--- config.mk ---
export PLATFORM = sky130hd
export DESIGN_NAME = week_5_rr_arbiter
export DESIGN_NICKNAME = d
export VERILOG_FILES = /design/src/rtl/week_5_arb_pkg.sv /design/src/rtl/week_5_rr_pick_encoder.sv /design/src/rtl/week_5_rr_arbiter.sv
export SDC_FILE = /design/constraint.sdc
export NUM_CORES = 1
export LEC_CHECK = 0
export ABC_AREA = 1
export CORE_UTILIZATION = 40
export CTS_BUF_LIST = sky130_fd_sc_hd__clkbuf_4
export CTS_CLUSTER_SIZE = 28
export DETAILED_ROUTE_END_ITERATION = 10
export GPL_ROUTABILITY_DRIVEN = 0
export PLACE_DENSITY_LB_ADDON = 0.2
export SKIP_LAST_GASP = 1
export SLEW_MARGIN = 10
export SYNTH_ARGS = -nofsm -noshare
export SYNTH_HDL_FRONTEND = slang
export SYNTH_SLANG_ARGS = --single-unit
--- constraint.sdc ---
create_clock -name clk -period 2.17 [get_ports clk]
set_input_delay 0.651 -clock clk [delete_from_list [all_inputs] [get_ports clk]]
set_output_delay 0.651 -clock clk [all_outputs]
set_load 0.01 [all_outputs]
--- src/rtl/week_5_arb_pkg.sv ---
// Shared types and helpers for the four-requester round-robin arbiter.
package week_5_arb_pkg;

  localparam int N_REQ = 4;

  typedef enum logic [0:0] {
    ST_IDLE = 1'b0,
    ST_BUSY = 1'b1
  } arb_state_t;

  function automatic logic [N_REQ-1:0] idx_to_onehot(input logic [1:0] idx);
    logic [N_REQ-1:0] onehot;
    case (idx)
      2'd0:    onehot = 4'b0001;
      2'd1:    onehot = 4'b0010;
      2'd2:    onehot = 4'b0100;
      2'd3:    onehot = 4'b1000;
      default: onehot = 4'b0000;
    endcase
    return onehot;
  endfunction

endpackage

--- src/rtl/week_5_rr_pick_encoder.sv ---
// Combinational round-robin pick: rotate requests so ptr is bit 0,
// take the lowest set bit, then rotate the index back.
module week_5_rr_pick_encoder
  import week_5_arb_pkg::*;
(
  input  logic [N_REQ-1:0] req,
  input  logic [1:0]       ptr,
  output logic [1:0]       pick_idx,
  output logic             pick_any
);

  logic [N_REQ-1:0] rot;
  logic [1:0]       sel;
  logic [1:0]       off;

  // Rotate by ptr, priority-encode from the top down so the lowest set bit wins last.
  always_comb begin
    rot      = '0;
    sel      = 2'd0;
    off      = 2'd0;
    pick_any = 1'b0;
    for (int i = 0; i < N_REQ; i++) begin
      sel    = ptr + 2'(i);
      rot[i] = req[sel];
    end
    for (int i = N_REQ - 1; i >= 0; i--) begin
      off = rot[i] ? 2'(i) : off;
    end
    pick_any = |rot;
    pick_idx = ptr + off;
  end

endmodule

--- src/rtl/week_5_rr_arbiter.sv ---
// Four-requester round-robin arbiter with owner release, withdrawal and
// hold-limit preemption; all outputs registered.
module week_5_rr_arbiter
  import week_5_arb_pkg::*;
#(
  parameter int HOLD_MAX = 8
) (
  input  logic             clk,
  input  logic             rst,
  input  logic [N_REQ-1:0] req,
  input  logic             done,
  output logic [N_REQ-1:0] grant,
  output logic [1:0]       grant_idx,
  output logic             grant_valid
);

  localparam int HW = $clog2(HOLD_MAX);

  arb_state_t  state;
  logic [1:0]  ptr;
  logic [HW-1:0] hold_cnt;
  logic [1:0]  pick_idx;
  logic        pick_any;
  logic        release_now;

  week_5_rr_pick_encoder u_pick (
    .req      (req),
    .ptr      (ptr),
    .pick_idx (pick_idx),
    .pick_any (pick_any)
  );

  // Done, owner withdrawal and hold expiry all collapse into one release.
  always_comb begin
    release_now = done || !req[grant_idx] || (hold_cnt == HW'(HOLD_MAX - 1));
  end

  // Arbitration FSM with pointer, hold counter and registered outputs.
  always_ff @(posedge clk) begin
    if (rst) begin
      state       <= ST_IDLE;
      ptr         <= 2'd0;
      hold_cnt    <= '0;
      grant       <= '0;
      grant_idx   <= 2'd0;
      grant_valid <= 1'b0;
    end else begin
      case (state)
        ST_IDLE: begin
          hold_cnt <= '0;
          if (pick_any) begin
            grant       <= idx_to_onehot(pick_idx);
            grant_idx   <= pick_idx;
            grant_valid <= 1'b1;
            state       <= ST_BUSY;
          end else begin
            grant       <= '0;
            grant_idx   <= 2'd0;
            grant_valid <= 1'b0;
            state       <= ST_IDLE;
          end
        end
        ST_BUSY: begin
          if (release_now) begin
            ptr         <= grant_idx + 2'd1;
            hold_cnt    <= '0;
            grant       <= '0;
            grant_idx   <= 2'd0;
            grant_valid <= 1'b0;
            state       <= ST_IDLE;
          end else begin
            hold_cnt <= hold_cnt + HW'(1);
            state    <= ST_BUSY;
          end
        end
        default: begin
          state       <= ST_IDLE;
          hold_cnt    <= '0;
          grant       <= '0;
          grant_idx   <= 2'd0;
          grant_valid <= 1'b0;
        end
      endcase
    end
  end

endmodule
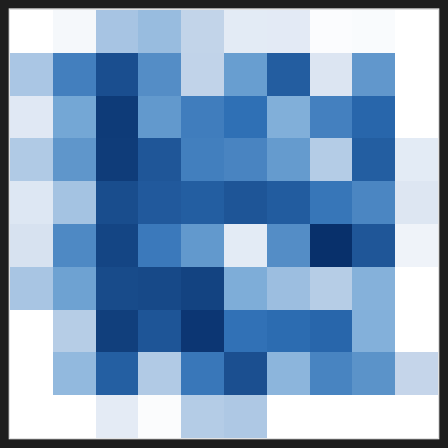
*Cell density map, run 1*
10 x 10 tiles, from white (low) to dark blue (high), 0 to 100% covered.
tiles over 75% full: 25%
mean over tiles: 47%
densest ninth of the die: centre
nearly empty tiles: 16%
fullest tile: 100%
end-of-flow core utilization: 55.6%
core utilization at floorplan: 42.5%

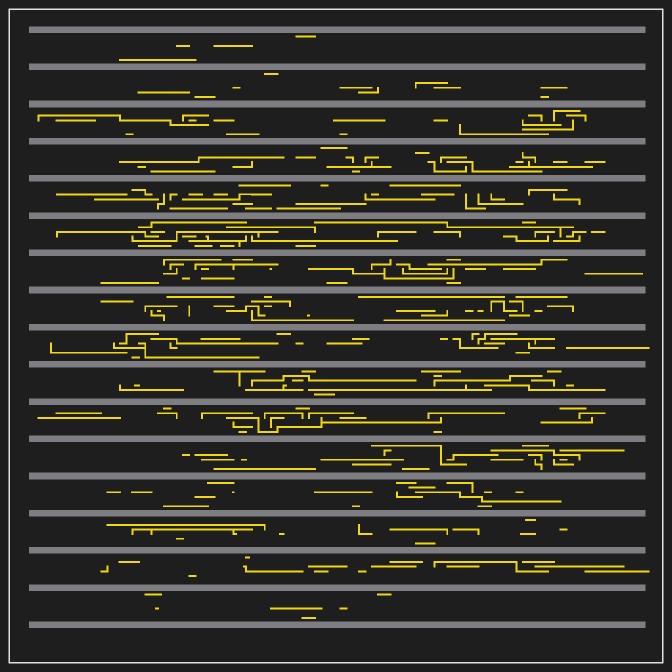
*M1 wires, run 1*
Supply wires on this layer in grey.
main direction: horizontal
share of all routed wire: 44%
longest straight run: 13.3 µm

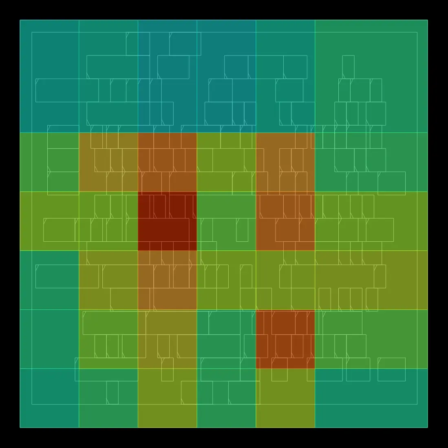
*Track usage over the die, run 1*
grt met3 use: 1.13%
grt met1 use: 17.1%
GRT Resource Usage Total: 17.5%
DR WL/cell: 10.1 µm

==> results.yml, run 1 <==
# flow metrics
pwr:
  pg_seq_w: 0.000380
  power_leader: "combinational logic"
  p_clk_w: 0.000151
logic_synthesis:
  yosysCellCount: 126
  xor_share_pct: 1.05
sta:
  report.final.slew_viol_count: 0
  maxSlewHeadroom_pct: 82.7
  period_used_pct: 92.5
  fin_ws_ns: 0.163
clock_tree:
  cts.clk_slew.worst_paths_ns: 0.08
  cts_root_buffer: "clkbuf_4"
  hold_buffers: 0
critical_path:
  reg2reg_to: "grant[2]"
  endpoint: "grant[2]"
  startpoint: "req[1]"
  worstPathArrival_ns: 2.24
  slowest_stage: "dlygate4sd2_1"
  worstPathRequired_ns: 2.40
placement:
  dpl_cell_area_um2: 1060
  placed_cells: 175
drt:
  num_vias: 853
  met1_length_um: 797
  drt_iter0_drc: 8
  drc: 0
  routed_via_density: 4.77
finish:
  seq_area_share_pct: 23.9
  logic_area_um2: 494
  num_antenna_cells: 0
  largest_register: "grant"
  instances_no_fill: 179
  nonClkBufAreaFrac_pct: 19.4
  reg.largest.list: "grant (4), hold_cnt (3)"
  comb_share_pct: 45.3
  biggestCellCategory: "logic gates"
global_route:
  grt-busiest-layer: "met2"
  grt_max_degree: 11
  antenna_found_initial: 0
min_path:
  hold_path_startpoint: "hold_cnt[0]"
run_status:
  status: "finished, final reports clean"
==> run 2, diff against run 1 <==
Settings changed: CORE_UTILIZATION 40 to 54.
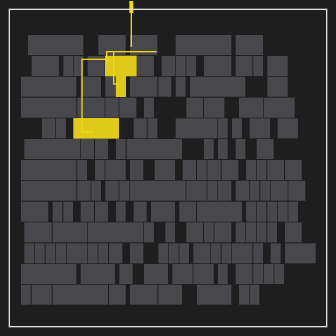
*Port wiring, run 2*
[yellow] rst | bits: 1 | direction: input | end cells: 3 | wire: 32.6 µm

==> run 2 against run 1 <==
Sequential share of layout area grew 0.17 points; final area decreased by 0.69%; fmax is 1.0% lower; first-iteration DRC count rose to 3.8 times the previous value; worst setup slack got worse by 0.020 ns.
==> results.yml, run 2 <==
# flow metrics
pwr:
  p_clk_w: 0.000164
  pg_seq_w: 0.000381
  power_leader: "combinational logic"
finish:
  logic_area_um2: 514
  num_antenna_cells: 0
  biggestCellCategory: "logic gates"
  reg.largest.list: "grant (4), hold_cnt (3)"
  nonClkBufAreaFrac_pct: 18.1
  comb_share_pct: 47.5
  largest_register: "grant"
placement:
  placed_cells: 160
  dpl_cell_area_um2: 1020
floorplanning:
  initCoreUtil_pct: 61.1
sta:
  report.final.slew_viol_count: 0
  fin_ws_ns: 0.143
drt:
  met1_length_um: 840
  drt_iter0_drc: 30
  wl_per_cell_um: 11.8
global_route:
  antenna_found_initial: 0
  grtUsageMet3_pct: 1.60
  track_usage_pct: 23.8
  grt-busiest-layer: "met2"
logic_synthesis:
  yosysCellCount: 126
clock_tree:
  hold_buffers: 0
  cts_root_buffer: "clkbuf_4"
critical_path:
  reg2reg_to: "grant[1]"
  startpoint: "req[1]"
  worstPathRequired_ns: 2.34
  slowest_stage: "dlygate4sd2_1"
  worstPathArrival_ns: 2.20
run_status:
  status: "finished, final reports clean"
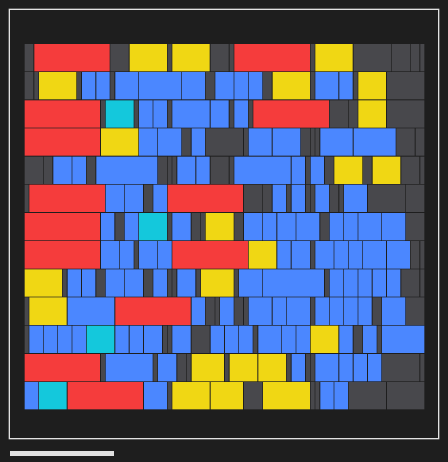
*Placement by cell class, run 2*
Bar = 10 µm. Fill, decap, tap and diode cells in grey.
[red] registers | cells: 13
[cyan] clock drivers and dummy loads | cells: 4
[blue] remaining logic cells | cells: 111
[yellow] remaining buffers and delay cells | cells: 22
sequential cell area share: 24.0%
Rows: 13

==> run 3, diff against run 2 <==
Clock period 2.17 ns to 2.24 ns, I/O delays scaled along.
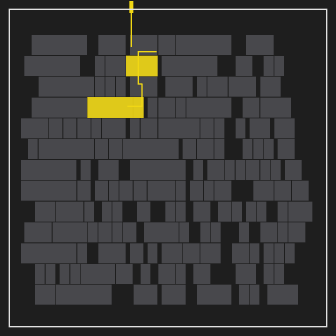
*Port wiring, run 3*
[yellow] rst | bits: 1 | direction: input | end cells: 3 | wire: 16.3 µm
port buffer count: 13
I/O pin cnt: 14

==> run 3 against run 2 <==
Wire length shrank 2.4%; synthesized cell count is the same; non-clock buffer count shrank 2; global-route usage grew 1.1 points; critical path depth shrank 1; highest routed layer unchanged.
==> results.yml, run 3 <==
# flow metrics
drt:
  wl_per_cell_um: 11.6
  drc: 0
  met1_length_um: 840
  num_vias: 846
  drt_iter0_drc: 25
  routed_via_density: 5.19
critical_path:
  worstPathRequired_ns: 2.41
  slowest_stage: "dfxtp_1"
  endpoint: "grant[0]"
  startpoint: "ptr[0]"
  reg2reg_to: "grant[0]"
pwr:
  clkPwrFrac_pct: 10.4
  pg_seq_w: 0.000410
  power_leader: "combinational logic"
finish:
  comb_share_pct: 48.6
  seq_area_share_pct: 24.0
  num_antenna_cells: 0
  fin_util_pct: 79.5
  nonClkBufAreaFrac_pct: 17.1
  instances_no_fill: 163
  logic_area_um2: 528
  largest_register: "grant"
  biggestCellCategory: "logic gates"
run_status:
  status: "finished, final reports clean"
global_route:
  track_usage_pct: 24.8
  grt_max_degree: 11
  grt-busiest-layer: "met2"
  grtUsageMet3_pct: 3.19
  antenna_found_initial: 0
  met1_usage_pct: 28.1
sta:
  report.final.slew_viol_count: 0
  maxSlewHeadroom_pct: 66.4
  period_used_pct: 93.4
floorplanning:
  taps: 15
  num_rows: 13
  initCoreUtil_pct: 61.1
placement:
  placed_cells: 158
clock_tree:
  cts_root_buffer: "clkbuf_4"
  hold_buffers: 0
min_path:
  hold_path_startpoint: "hold_cnt[0]"
logic_synthesis:
  yosysCellCount: 126
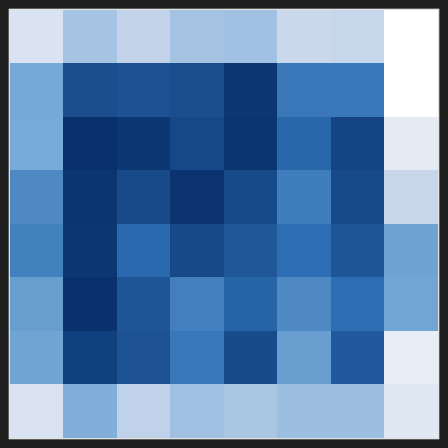
*Cell density map, run 3*
8 x 8 tiles, from white (low) to dark blue (high), 0 to 100% covered.
emptiest ninth of the die: north-east
tiles over 75% full: 45%
mean over tiles: 63%
nearly empty tiles: 3.1%
fullest tile: 100%

No activity file was given, so power comes from the tool's default toggle rates.
